==> config.mk <==
export PLATFORM = sky130hd
export DESIGN_NAME = mux2to1_4bit
export DESIGN_NICKNAME = d
export VERILOG_FILES = /design/src/rtl/mux2to1_4bit_pkg.sv /design/src/rtl/mux2to1_4bit_mux2_cell.sv /design/src/rtl/mux2to1_4bit.sv
export SDC_FILE = /design/constraint.sdc
export NUM_CORES = 1
export LEC_CHECK = 0
export ABC_AREA = 1
export ABC_CLOCK_PERIOD_IN_PS = 1100
export CORE_AREA = 2 2 39 41
export DETAILED_ROUTE_END_ITERATION = 7
export DIE_AREA = 0 0 41 43
export PLACE_DENSITY = 0.59
export REMOVE_ABC_BUFFERS = 1
export SLEW_MARGIN = 20
export SYNTH_ARGS = -nofsm -noshare
export SYNTH_HDL_FRONTEND = slang
export SYNTH_SLANG_ARGS = --single-unit
==> constraint.sdc <==
create_clock -name clk -period 1.1 [get_ports clk]
set_input_delay 0.33 -clock clk [delete_from_list [all_inputs] [get_ports clk]]
set_output_delay 0.33 -clock clk [all_outputs]
set_load 0.01 [all_outputs]
==> images/final_congestion.png <==
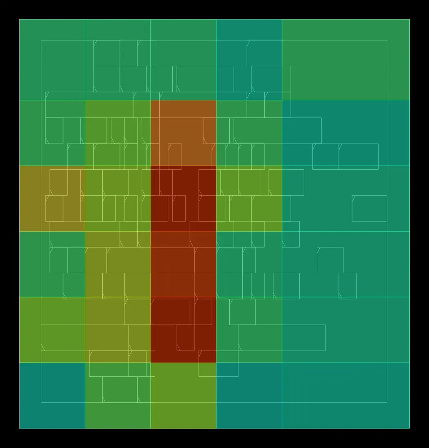
fraction of met3 tracks used by global routing: 3.66%
average detailed-routed wire length per instance: 10.7 um
most heavily used metal layer in global routing: met2
met1 Usage GRT: 16.3%

==> images/met3.png <==
(6 px per um)
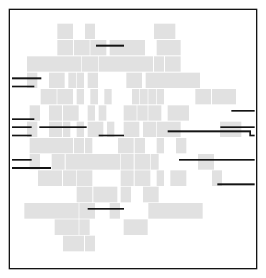
wire length on this layer = 90.3 um
share of all routed wire = 8.4%
longest straight run = 13.6 um
nets with wire on the layer = 13
DRT Wirelength: 1080 um
routed vias: 415

==> images/met1.png <==
(8 px per um)
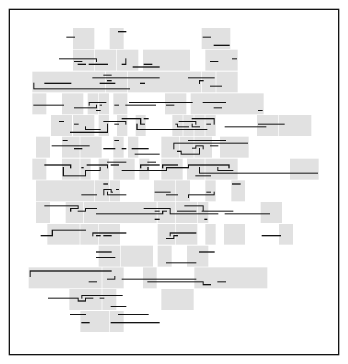
wire length on this layer = 360 um
nets with wire on the layer = 81

==> impl_results.html <==
<h2>Implementation results</h2>
<table>
<tr><th>Metric</th><th>Value</th></tr>
<tr><th colspan="2">Finish</th></tr>
<tr><td>Count of plain and timing-repair buffers</td><td>40</td></tr>
<tr><td>Multi-input gates</td><td>29</td></tr>
<tr><td>Fraction of area in clock buffers and inverters</td><td>3.21%</td></tr>
<tr><td>Inverters, non-clock</td><td>7</td></tr>
<tr><td>Total area of sequential cells</td><td>150 um^2</td></tr>
<tr><th colspan="2">Power and ir drop</th></tr>
<tr><td>Sequential cell power</td><td>243 uW</td></tr>
<tr><td>Combinational Power</td><td>245 uW</td></tr>
<tr><td>Leakage power figure</td><td>0.404 nW</td></tr>
<tr><td>Sw Ratio</td><td>29.5%</td></tr>
<tr><td>Power Total</td><td>709 uW</td></tr>
<tr><th colspan="2">Detailed routing</th></tr>
<tr><td>Via-per-instance ratio</td><td>4.11</td></tr>
<tr><td>Met2 WL</td><td>591 um</td></tr>
<tr><td>Met1 WL</td><td>360 um</td></tr>
<tr><th colspan="2">Global routing</th></tr>
<tr><td>Met2 Track Usage GR</td><td>20.3%</td></tr>
<tr><td>First-pass GRT wire length</td><td>1580 um</td></tr>
<tr><td>Initial antenna violation count</td><td>0</td></tr>
<tr><th colspan="2">Final timing</th></tr>
<tr><td>Max-slew violation count</td><td>0</td></tr>
<tr><th colspan="2">Logic synthesis</th></tr>
<tr><td>Average instance area after synthesis</td><td>7.00 um^2</td></tr>
<tr><td>Aoi/oai-family share of the synthesized area</td><td>0%</td></tr>
<tr><td>Chip area line of the yosys report</td><td>294 um^2</td></tr>
<tr><td>Ys cells</td><td>42</td></tr>
<tr><td>Post-synth EDFFs</td><td>0</td></tr>
<tr><td>Simple share</td><td>40.0%</td></tr>
<tr><td>Synthesized flop and latch total</td><td>6</td></tr>
<tr><td>YS warnings</td><td>0</td></tr>
<tr><th colspan="2">Placement</th></tr>
<tr><td>Placed wire-length estimate</td><td>601 um</td></tr>
<tr><td>Placement Setup Slack</td><td>-0.937 ns</td></tr>
<tr><th colspan="2">Critical path</th></tr>
<tr><td>Peak fanout along the critical path</td><td>2</td></tr>
<tr><td>Total buffers and inverters traversed by the critical path</td><td>1</td></tr>
<tr><td>Required time worst endpoint</td><td>0.77 ns</td></tr>
<tr><th colspan="2">Clock tree</th></tr>
<tr><td>Maximum level of the CTS H-tree</td><td>1</td></tr>
<tr><td>Post-CTS Setup Repair Bufs</td><td>9</td></tr>
<tr><td>Maximum buffer depth of the clock tree</td><td>2</td></tr>
<tr><th colspan="2">Run status</th></tr>
<tr><td>Status</td><td>complete, no violations</td></tr>
<tr><th colspan="2">Flow run</th></tr>
<tr><td>Max Cap Viol</td><td>0</td></tr>
</table>
No activity file was given, so power comes from the tool's default toggle rates.
